==> config.mk <==
export PLATFORM = sky130hd
export DESIGN_NAME = keypad_encoder
export DESIGN_NICKNAME = d
export VERILOG_FILES = /design/src/rtl/keypad_encoder_pkg.sv /design/src/rtl/keypad_encoder_sync.sv /design/src/rtl/keypad_encoder.sv
export SDC_FILE = /design/constraint.sdc
export NUM_CORES = 1
export LEC_CHECK = 0
export ABC_AREA = 1
export CAP_MARGIN = 30
export CORE_ASPECT_RATIO = 0.8
export CORE_MARGIN = 2
export CORE_UTILIZATION = 58
export DETAILED_ROUTE_END_ITERATION = 10
export HOLD_SLACK_MARGIN = 0.1
export PLACE_DENSITY_LB_ADDON = 0.1
export SLEW_MARGIN = 20
export SYNTH_ARGS = -nofsm -noshare
export SYNTH_HDL_FRONTEND = slang
export SYNTH_SLANG_ARGS = --single-unit
export TNS_END_PERCENT = 5
==> constraint.sdc <==
create_clock -name clk -period 12.9 [get_ports clk]
set_input_delay 1.29 -clock clk [delete_from_list [all_inputs] [get_ports clk]]
set_output_delay 1.29 -clock clk [all_outputs]
set_load 0.02 [all_outputs]
==> src/rtl/keypad_encoder_pkg.sv <==
// Shared keypad definitions: FSM states, sample classes, idle pattern, code width.
// Imported by keypad_encoder and by the watch-side consumer.
package keypad_encoder_pkg;

  localparam int N_KEYS        = 10;
  localparam int CODE_W        = 4;
  localparam int DEBOUNCE_CYC  = 20;
  localparam int REPEAT_DELAY  = 500;
  localparam int REPEAT_PERIOD = 200;

  localparam logic [N_KEYS-1:0] KEY_NONE = '1;

  typedef enum logic [1:0] {
    IDLE,
    DEBOUNCE,
    PRESSED,
    RELEASE
  } state_t;

  typedef enum logic [1:0] {
    CLS_NONE,
    CLS_SINGLE,
    CLS_MULTI
  } cls_t;

  typedef struct packed {
    cls_t              cls;
    logic [CODE_W-1:0] idx;
  } sample_t;

  // idx is only meaningful when cls == CLS_SINGLE
  function automatic sample_t classify(input logic [N_KEYS-1:0] s);
    sample_t r;
    int      n;
    r.idx = '0;
    n     = 0;
    for (int i = 0; i < N_KEYS; i++) begin
      if (!s[i]) begin
        n++;
        r.idx = CODE_W'(i);
      end
    end
    unique case (1'b1)
      (n == 0): r.cls = CLS_NONE;
      (n == 1): r.cls = CLS_SINGLE;
      default:  r.cls = CLS_MULTI;
    endcase
    return r;
  endfunction

endpackage

==> src/rtl/keypad_encoder_sync.sv <==
// Two-flop synchroniser for the raw keypad pins, reset to the idle pattern.
module key_sync #(
  parameter int W = 10
) (
  input  logic         clk,
  input  logic         rst,
  input  logic [W-1:0] d,
  output logic [W-1:0] q
);

  logic [W-1:0] meta;

  always_ff @(posedge clk or negedge rst) begin
    if (!rst) begin
      meta <= '1;
      q    <= '1;
    end else begin
      meta <= d;
      q    <= meta;
    end
  end

endmodule

==> src/rtl/keypad_encoder.sv <==
// Keypad front end: sync, classify, debounce, single press events.
// Build with KEYPAD_REPEAT_EN defined to add hold-to-repeat pulses.
module keypad_encoder
  import keypad_encoder_pkg::*;
#(
  parameter int DB_CYC     = DEBOUNCE_CYC,
  parameter int REP_DELAY  = REPEAT_DELAY,
  parameter int REP_PERIOD = REPEAT_PERIOD
) (
  input  logic              clk,
  input  logic              rst,
  input  logic [N_KEYS-1:0] keypad,
  output logic              key_valid,
  output logic [CODE_W-1:0] key_code,
  output logic              key_held,
  output logic              key_multi
);

  localparam int CNT_W = $clog2(DB_CYC);
  localparam logic [CNT_W-1:0] CNT_MAX = CNT_W'(DB_CYC - 1);

`ifdef KEYPAD_REPEAT_EN
  localparam int REP_W = $clog2(REP_DELAY);
  localparam logic [REP_W-1:0] REP_MAX = REP_W'(REP_DELAY - 1);
  localparam logic [REP_W-1:0] REP_RLD = REP_W'(REP_DELAY - REP_PERIOD);
  logic [REP_W-1:0] rep;
`endif

  logic [N_KEYS-1:0] sync_q;
  sample_t           smp;
  state_t            state;
  logic [CNT_W-1:0]  cnt;
  logic [CODE_W-1:0] cand;
  logic              is_none;
  logic              is_cand;

  key_sync #(.W(N_KEYS)) u_sync (
    .clk (clk),
    .rst (rst),
    .d   (keypad),
    .q   (sync_q)
  );

  assign smp     = classify(sync_q);
  assign is_none = (smp.cls == CLS_NONE);
  assign is_cand = (smp.cls == CLS_SINGLE) && (smp.idx == cand);

  always_ff @(posedge clk or negedge rst) begin
    if (!rst) begin
      state     <= IDLE;
      cnt       <= '0;
      cand      <= '0;
      key_valid <= 1'b0;
      key_code  <= '0;
      key_held  <= 1'b0;
      key_multi <= 1'b0;
`ifdef KEYPAD_REPEAT_EN
      rep       <= '0;
`endif
    end else begin
      key_valid <= 1'b0;
      key_multi <= (smp.cls == CLS_MULTI);
      unique case (state)
        IDLE: begin
          if (smp.cls == CLS_SINGLE) begin
            state <= DEBOUNCE;
            cand  <= smp.idx;
            cnt   <= '0;
          end
        end
        DEBOUNCE: begin
          if (!is_cand) begin
            state <= IDLE;
          end else if (cnt == CNT_MAX) begin
            state     <= PRESSED;
            key_valid <= 1'b1;
            key_code  <= cand;
            key_held  <= 1'b1;
          end else begin
            cnt <= cnt + 1'b1;
          end
        end
        PRESSED: begin
          if (is_none) begin
            state <= RELEASE;
            cnt   <= '0;
`ifdef KEYPAD_REPEAT_EN
            rep   <= '0;
          end else if (rep == REP_MAX) begin
            key_valid <= 1'b1;
            rep       <= REP_RLD;
          end else begin
            rep <= rep + 1'b1;
`endif
          end
        end
        RELEASE: begin
          if (!is_none) begin
            state <= PRESSED;
          end else if (cnt == CNT_MAX) begin
            state    <= IDLE;
            key_held <= 1'b0;
          end else begin
            cnt <= cnt + 1'b1;
          end
        end
        default: state <= IDLE;
      endcase
    end
  end

endmodule

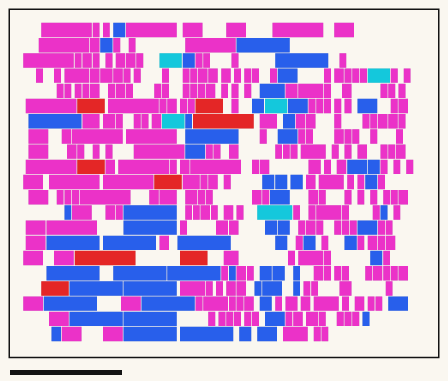
*Sizing map, run 1*
Scale bar: 20 um.
| size | color | cells | most used |
|---|---|---|---|
| drive 3 to 4 | cyan | 5 | nor2_4 |
| drive 6 and up | red | 8 | clkbuf_8 |
| drive 2 | blue | 62 | dfstp_2 |
| drive 1 or less | magenta | 278 | nand2_1 |

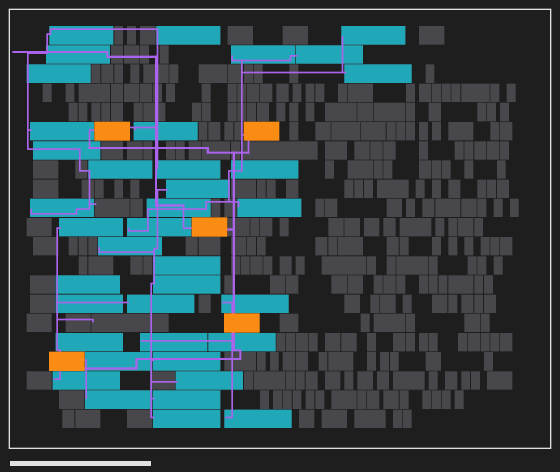
*Routed clock nets over the placement, run 1*
Scale bar: 20 um.
[flip-flops] cyan | count: 38
[clock wires] purple | length: 441 um
[cells driving clock nets] orange | count: 5
routed clock nets: 6

==> impl_metrics.yaml, run 1 <==
# generated from flow reports
outcome:
  status: "completed"
pwr:
  powerSeq_mw: 0.151
  comb_power_mw: 0.134
  power.share.combinational: 0.328
  power.leakage_nw: 1.515
  p_int_mw: 0.2663
  power.density_mw_per_mm2: 144.4
  switching_share: 0.3485
  power-top-group: "sequential cells"
  pwr-share-clk: 0.303
grt:
  grt_max_degree: 39
  use_met2: 0.3224
  overflow: 0
  grt_pass1_vias: 1779
  antenna_found_initial: 0
  grt_use_met1: 0.2841
  gr-usage-all-layers: 0.2033
critical_path:
  worstSetupEndpointType: "register"
  rr_worst_depth: 34
  critPathMaxFanout: 6
  critical-path-max-stage-delay_ns: 0.54
  critPathLaunch: "u_sync.q[1]"
  cp-endpoint: "cnt[3]"
  r2r_start: "u_sync.q[1]"
  crit_path_frequent_cell: "nand2_1"
  crit_path_start_kind: "register"
  critical_path_arrival_ns: 6.08
  cp_slowest_cell: "dfstp_2"
  r2r_slack_ns: 7.01
  crit_type: "register to register"
drt:
  route.top_layer_used: "met4"
  routedWlPerCell_um: 10.76
  drtIter0Drc: 117
  vias_per_cell: 4.898
  first_pass_iters: 4
  vias: 2008
  drtAntennaViolNets: 0
  wl_met1_mm: 2.346
  wl_met3_um: 201
  finalWirelength_mm: 4.413
final_timing:
  setup-tns-final_ns: 0
  clock_skew_ns: 0.01182
  whs_ns: 0.3447
  slew_violations: 0
  finalSetupViolCount: 0
  post-route-period-util: 0.4566
  fin_ws_ns: 7.010
  fmax_ghz: 0.1698
  slew_headroom: 0.4858
die:
  rows: 21
  fp_util: 0.5927
  core_mm2: 0.004125
  die-height_um: 62.07
  taps: 57
  floorplan.die_area_mm2: 0.004754
logic_synthesis:
  ff_type: "dfstp_2"
  mux_share: 0
  netlist_area_mm2: 0.002445
  ys_top_cells_by_count: "93 x nand2_1, 48 x inv_1, 31 x nand3_1, 23 x nor2_1, 20 x dfstp_2"
  yosys_area_mm2: 0.002445
  logic_family: "simple AND/OR/NAND/NOR gates"
  xor_share: 0.01075
  yosys_warnings: 0
  synth_top_cell_by_count: "nand2_1"
  ys.flops: 38
  ys_cells: 328
  synth.avg_cell_area_um2: 7.454
  yosys.area.top_type_share: 0.2149
  simple_gate_share: 0.3946
  ys_async_sr_fraction: 1.000
layout:
  logic_gate_count: 233
  final-clk-cell-share: 0.05040
  stdcell_area_mm2: 0.002830
  nets: 374
  ff_count: 38
  ff_latch_area_um2: 975.9
  lay_top_count: "nand2_1"
  largest_cell_class: "combinational gates"
  area_growth_pct: 15.76
  reg_top3: "u_sync.meta x10, u_sync.q x10, cnt x5"
  final_util: 0.6861
  instances_no_fill: 410
min_path:
  whs_endpoint: "u_sync.q[0]"
clocking:
  clk_pin_slew_ns: 0.08
  ctsHoldBuffers: 0
  ctsResizeCount: 0
  cts_max_level: 2
  cts_tree: "done"
  postCtsSetupRepairBufs: 0
place:
  pre_cts_slack_ns: 7.039
  gp_congestion: 0.8668
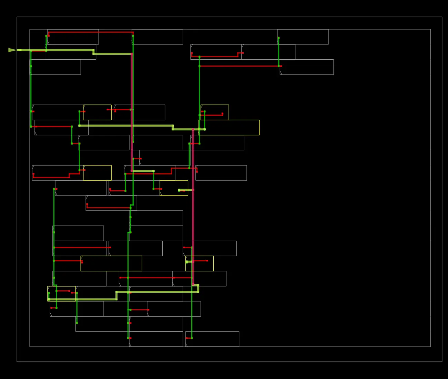
*The clock network, run 1*
CTS buffer count: 5
clock network power: 0.124 mW
CLK BUF: 6

### Register map, names as in the netlist, run 1

Other sequential cells in the stronger gray, the rest of the logic in the fainter gray.
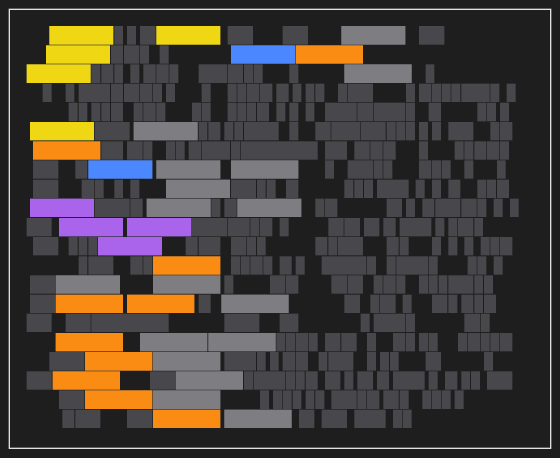

==> run 1 -> run 2 <==
- clock period: 12.9 -> 6.07 ns (I/O delays scaled with it)
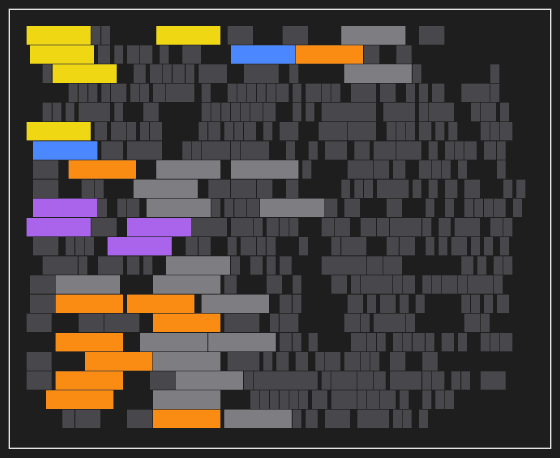
*Register map, names as in the netlist, run 2*
Other sequential cells in the stronger gray, the rest of the logic in the fainter gray.
| netlist name | color | placed flops |
|---|---|---|
| cnt | yellow | 5 |
| state | blue | 2 |
| key_code | purple | 4 |
| u_sync.meta | orange | 10 |

==> impl_metrics.yaml, run 2 <==
# generated from flow reports
critical_path:
  worstSetupEndpointType: "register"
  r2r_slack_ns: 0.30
  critPathMaxFanout: 5
  rr_worst_depth: 38
  required_ns: 6.30
  critical_path_arrival_ns: 6.00
  critPathLaunch: "u_sync.q[1]"
  cp.depth: 38
  crit_type: "register to register"
  crit_path_start_kind: "register"
  cp_slowest_cell: "dfstp_2"
  cp-endpoint: "cnt[4]"
  path_delay_family: "simple AND/OR/NAND/NOR gates"
  r2r_start: "u_sync.q[1]"
  critical-path-max-stage-delay_ns: 0.54
  timing.rr.end: "cnt[4]"
grt:
  grt_pass1_vias: 1700
  busiest_layer: "met1"
  grt_max_degree: 39
  use_met2: 0.2920
  antenna_found_initial: 0
  grt_pass1_wl_mm: 7.445
  gr-usage-all-layers: 0.1972
  overflow: 0
  grt_use_met1: 0.2936
min_path:
  min_from: "u_sync.meta[7]"
  whs_endpoint: "u_sync.q[7]"
  min_delay_path_depth: 0
run:
  warnings: 27
  max_cap_viol_count: 0
drt:
  vias: 2024
  wl_met2_mm: 1.829
  finalWirelength_mm: 4.383
  wl_met3_um: 169
  drc: 0
  route.top_layer_used: "met4"
  routedWlPerCell_um: 10.61
  wl_met1_mm: 2.328
  vias_per_cell: 4.901
  drtIter0Drc: 98
  drtAntennaViolNets: 0
  first_pass_iters: 4
pwr:
  comb_power_mw: 0.320
  power.share.combinational: 0.394
  powerSeq_mw: 0.321
  power.leakage_nw: 1.510
  p_int_mw: 0.5012
  net-switching-power_mw: 0.3113
  power.density_mw_per_mm2: 283.7
  clk-power_mw: 0.172
  pwr-share-clk: 0.211
  power-top-group: "sequential cells"
  switching_share: 0.3832
logic_synthesis:
  syn_inst: 328
  netlist_area_mm2: 0.002445
  yosys_area_mm2: 0.002445
  logic_family: "simple AND/OR/NAND/NOR gates"
  ys_async_sr_fraction: 1.000
  mux_share: 0
  synth.avg_cell_area_um2: 7.454
  synth_top_cell_by_count: "nand2_1"
  ff_type: "dfstp_2"
  ys_top_cells_by_count: "93 x nand2_1, 48 x inv_1, 31 x nand3_1, 23 x nor2_1, 20 x dfstp_2"
  synth_cell_type_count: 30
  xor_share: 0.01075
  synth_area_leader_cell: "dfstp_2"
  yosys_warnings: 0
  yosys.area.top_type_share: 0.2149
  simple_gate_share: 0.3946
  ys.flops: 38
  area_leaders: "dfstp_2 21%, dfrtp_1 18%, nand2_1 14%, inv_1 7.4%, nand3_1 6.3%"
  ys_cells: 328
outcome:
  status: "completed"
die:
  die-height_um: 62.07
  taps: 57
  rows: 21
  core_mm2: 0.004125
  fp_util: 0.5927
  floorplan.die_area_mm2: 0.004754
clocking:
  postCtsSetupRepairBufs: 0
  clock_latency_ns: 0.28
  cts_max_level: 2
  clk_pin_slew_ns: 0.07
  ctsResizeCount: 0
  cts_buffers: 5
  cts_tree: "done"
  clock_sinks: 38
  ctsHoldBuffers: 0
final_timing:
  slew_violations: 0
  slew_headroom: 0.4309
  clock_skew_ns: 0.005512
  post-route-period-util: 0.9511
  setup-tns-final_ns: 0
  hold_viol: 0
  fmax_ghz: 0.1732
  worst_pin_slew_ns: 0.8321
  fin_ws_ns: 0.2966
  finalSetupViolCount: 0
  whs_ns: 0.3549
place:
  pre_cts_slack_ns: 0.2107
  gp_congestion: 0.8672
  placedCellCount: 402
  place_area_mm2: 0.002688
  io_buffers: 18
layout:
  nNonClkBuffers: 21
  final_cell_mix: "86 x nand2_1, 48 x inv_1, 31 x nand3_1"
  instances_no_fill: 413
  area_growth_pct: 17.14
  reg_top3: "u_sync.meta x10, u_sync.q x10, cnt x5"
  final_util: 0.6943
  drive_above_1_share: 0.2472
  lay_top_count: "nand2_1"
  logic_gate_count: 233
  clkbuf_count: 7
  final-clk-cell-share: 0.03189
  antenna_cells: 0
  stdcell_area_mm2: 0.002864
  ff_count: 38
  largest_cell_class: "combinational gates"
  ff_latch_area_um2: 975.9
  nets: 377
==> run 2 -> run 3 <==
- SKIP_CTS_REPAIR_TIMING: not set -> 1
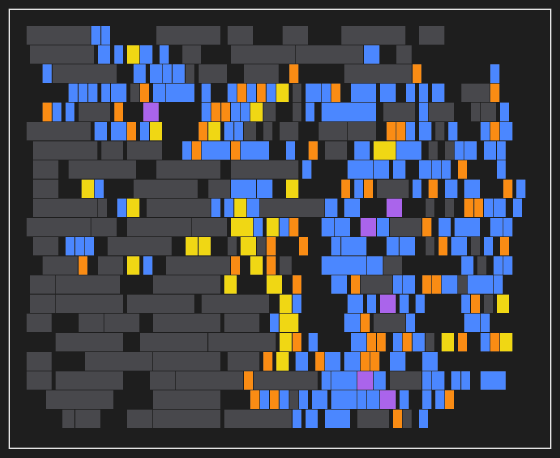
*Logic cells by family, run 3*
| family | color | cells |
|---|---|---|
| NAND gates | blue | 158 |
| AND and OR gates | purple | 6 |
| inverters | orange | 56 |
| inverting AOI/OAI gates | yellow | 26 |

==> impl_metrics.yaml, run 3 <==
# generated from flow reports
layout:
  lay_top_count: "nand2_1"
  stdcell_area_mm2: 0.002864
  final_cell_mix: "86 x nand2_1, 48 x inv_1, 31 x nand3_1"
  nets: 377
  largest_cell_class: "combinational gates"
  antenna_cells: 0
  clkbuf_count: 7
  instances_no_fill: 413
  drive_above_1_share: 0.2472
  ff_count: 38
  final_util: 0.6943
place:
  io_buffers: 18
pwr:
  power.density_mw_per_mm2: 283.7
  comb_power_mw: 0.320
  pwr-share-clk: 0.211
  switching_share: 0.3832
  power-top-group: "sequential cells"
  powerSeq_mw: 0.321
  clk-power_mw: 0.172
  power.share.combinational: 0.394
  p_int_mw: 0.5012
critical_path:
  cp.depth: 38
  worstSetupEndpointType: "register"
  critical-path-max-stage-delay_ns: 0.54
  r2r_slack_ns: 0.30
  rr_worst_depth: 38
  cp_slowest_cell: "dfstp_2"
  cp-endpoint: "cnt[4]"
  required_ns: 6.30
  critPathMaxFanout: 5
  timing.rr.end: "cnt[4]"
min_path:
  min_delay_path_depth: 0
  min_from: "u_sync.meta[7]"
clocking:
  clk_pin_slew_ns: 0.07
  clock_latency_ns: 0.28
  cts_tree: "done"
logic_synthesis:
  simple_gate_share: 0.3946
  area_leaders: "dfstp_2 21%, dfrtp_1 18%, nand2_1 14%, inv_1 7.4%, nand3_1 6.3%"
  ys_async_sr_fraction: 1.000
  ys.flops: 38
  netlist_area_mm2: 0.002445
  yosys_area_mm2: 0.002445
  synth_top_cell_by_count: "nand2_1"
  ys_cells: 328
  synth.avg_cell_area_um2: 7.454
  mux_share: 0
  synth_area_leader_cell: "dfstp_2"
  yosys_warnings: 0
  yosys.area.top_type_share: 0.2149
final_timing:
  fin_ws_ns: 0.2966
  fmax_ghz: 0.1732
  finalSetupViolCount: 0
  worst_pin_slew_ns: 0.8321
  hold_viol: 0
  whs_ns: 0.3549
  clock_skew_ns: 0.005512
grt:
  busiest_layer: "met1"
  overflow: 0
  grt_pass1_vias: 1700
  use_met2: 0.2920
  gr-usage-all-layers: 0.1972
  antenna_found_initial: 0
die:
  taps: 57
  core_mm2: 0.004125
  die-height_um: 62.07
  fp_util: 0.5927
  floorplan.die_area_mm2: 0.004754
outcome:
  status: "completed"
drt:
  finalWirelength_mm: 4.383
  routedWlPerCell_um: 10.61
  route.top_layer_used: "met4"
  vias_per_cell: 4.901
  drtIter0Drc: 98
  wl_met1_mm: 2.328
  vias: 2024
run:
  max_cap_viol_count: 0
Power is estimated from default activity; no workload was simulated.
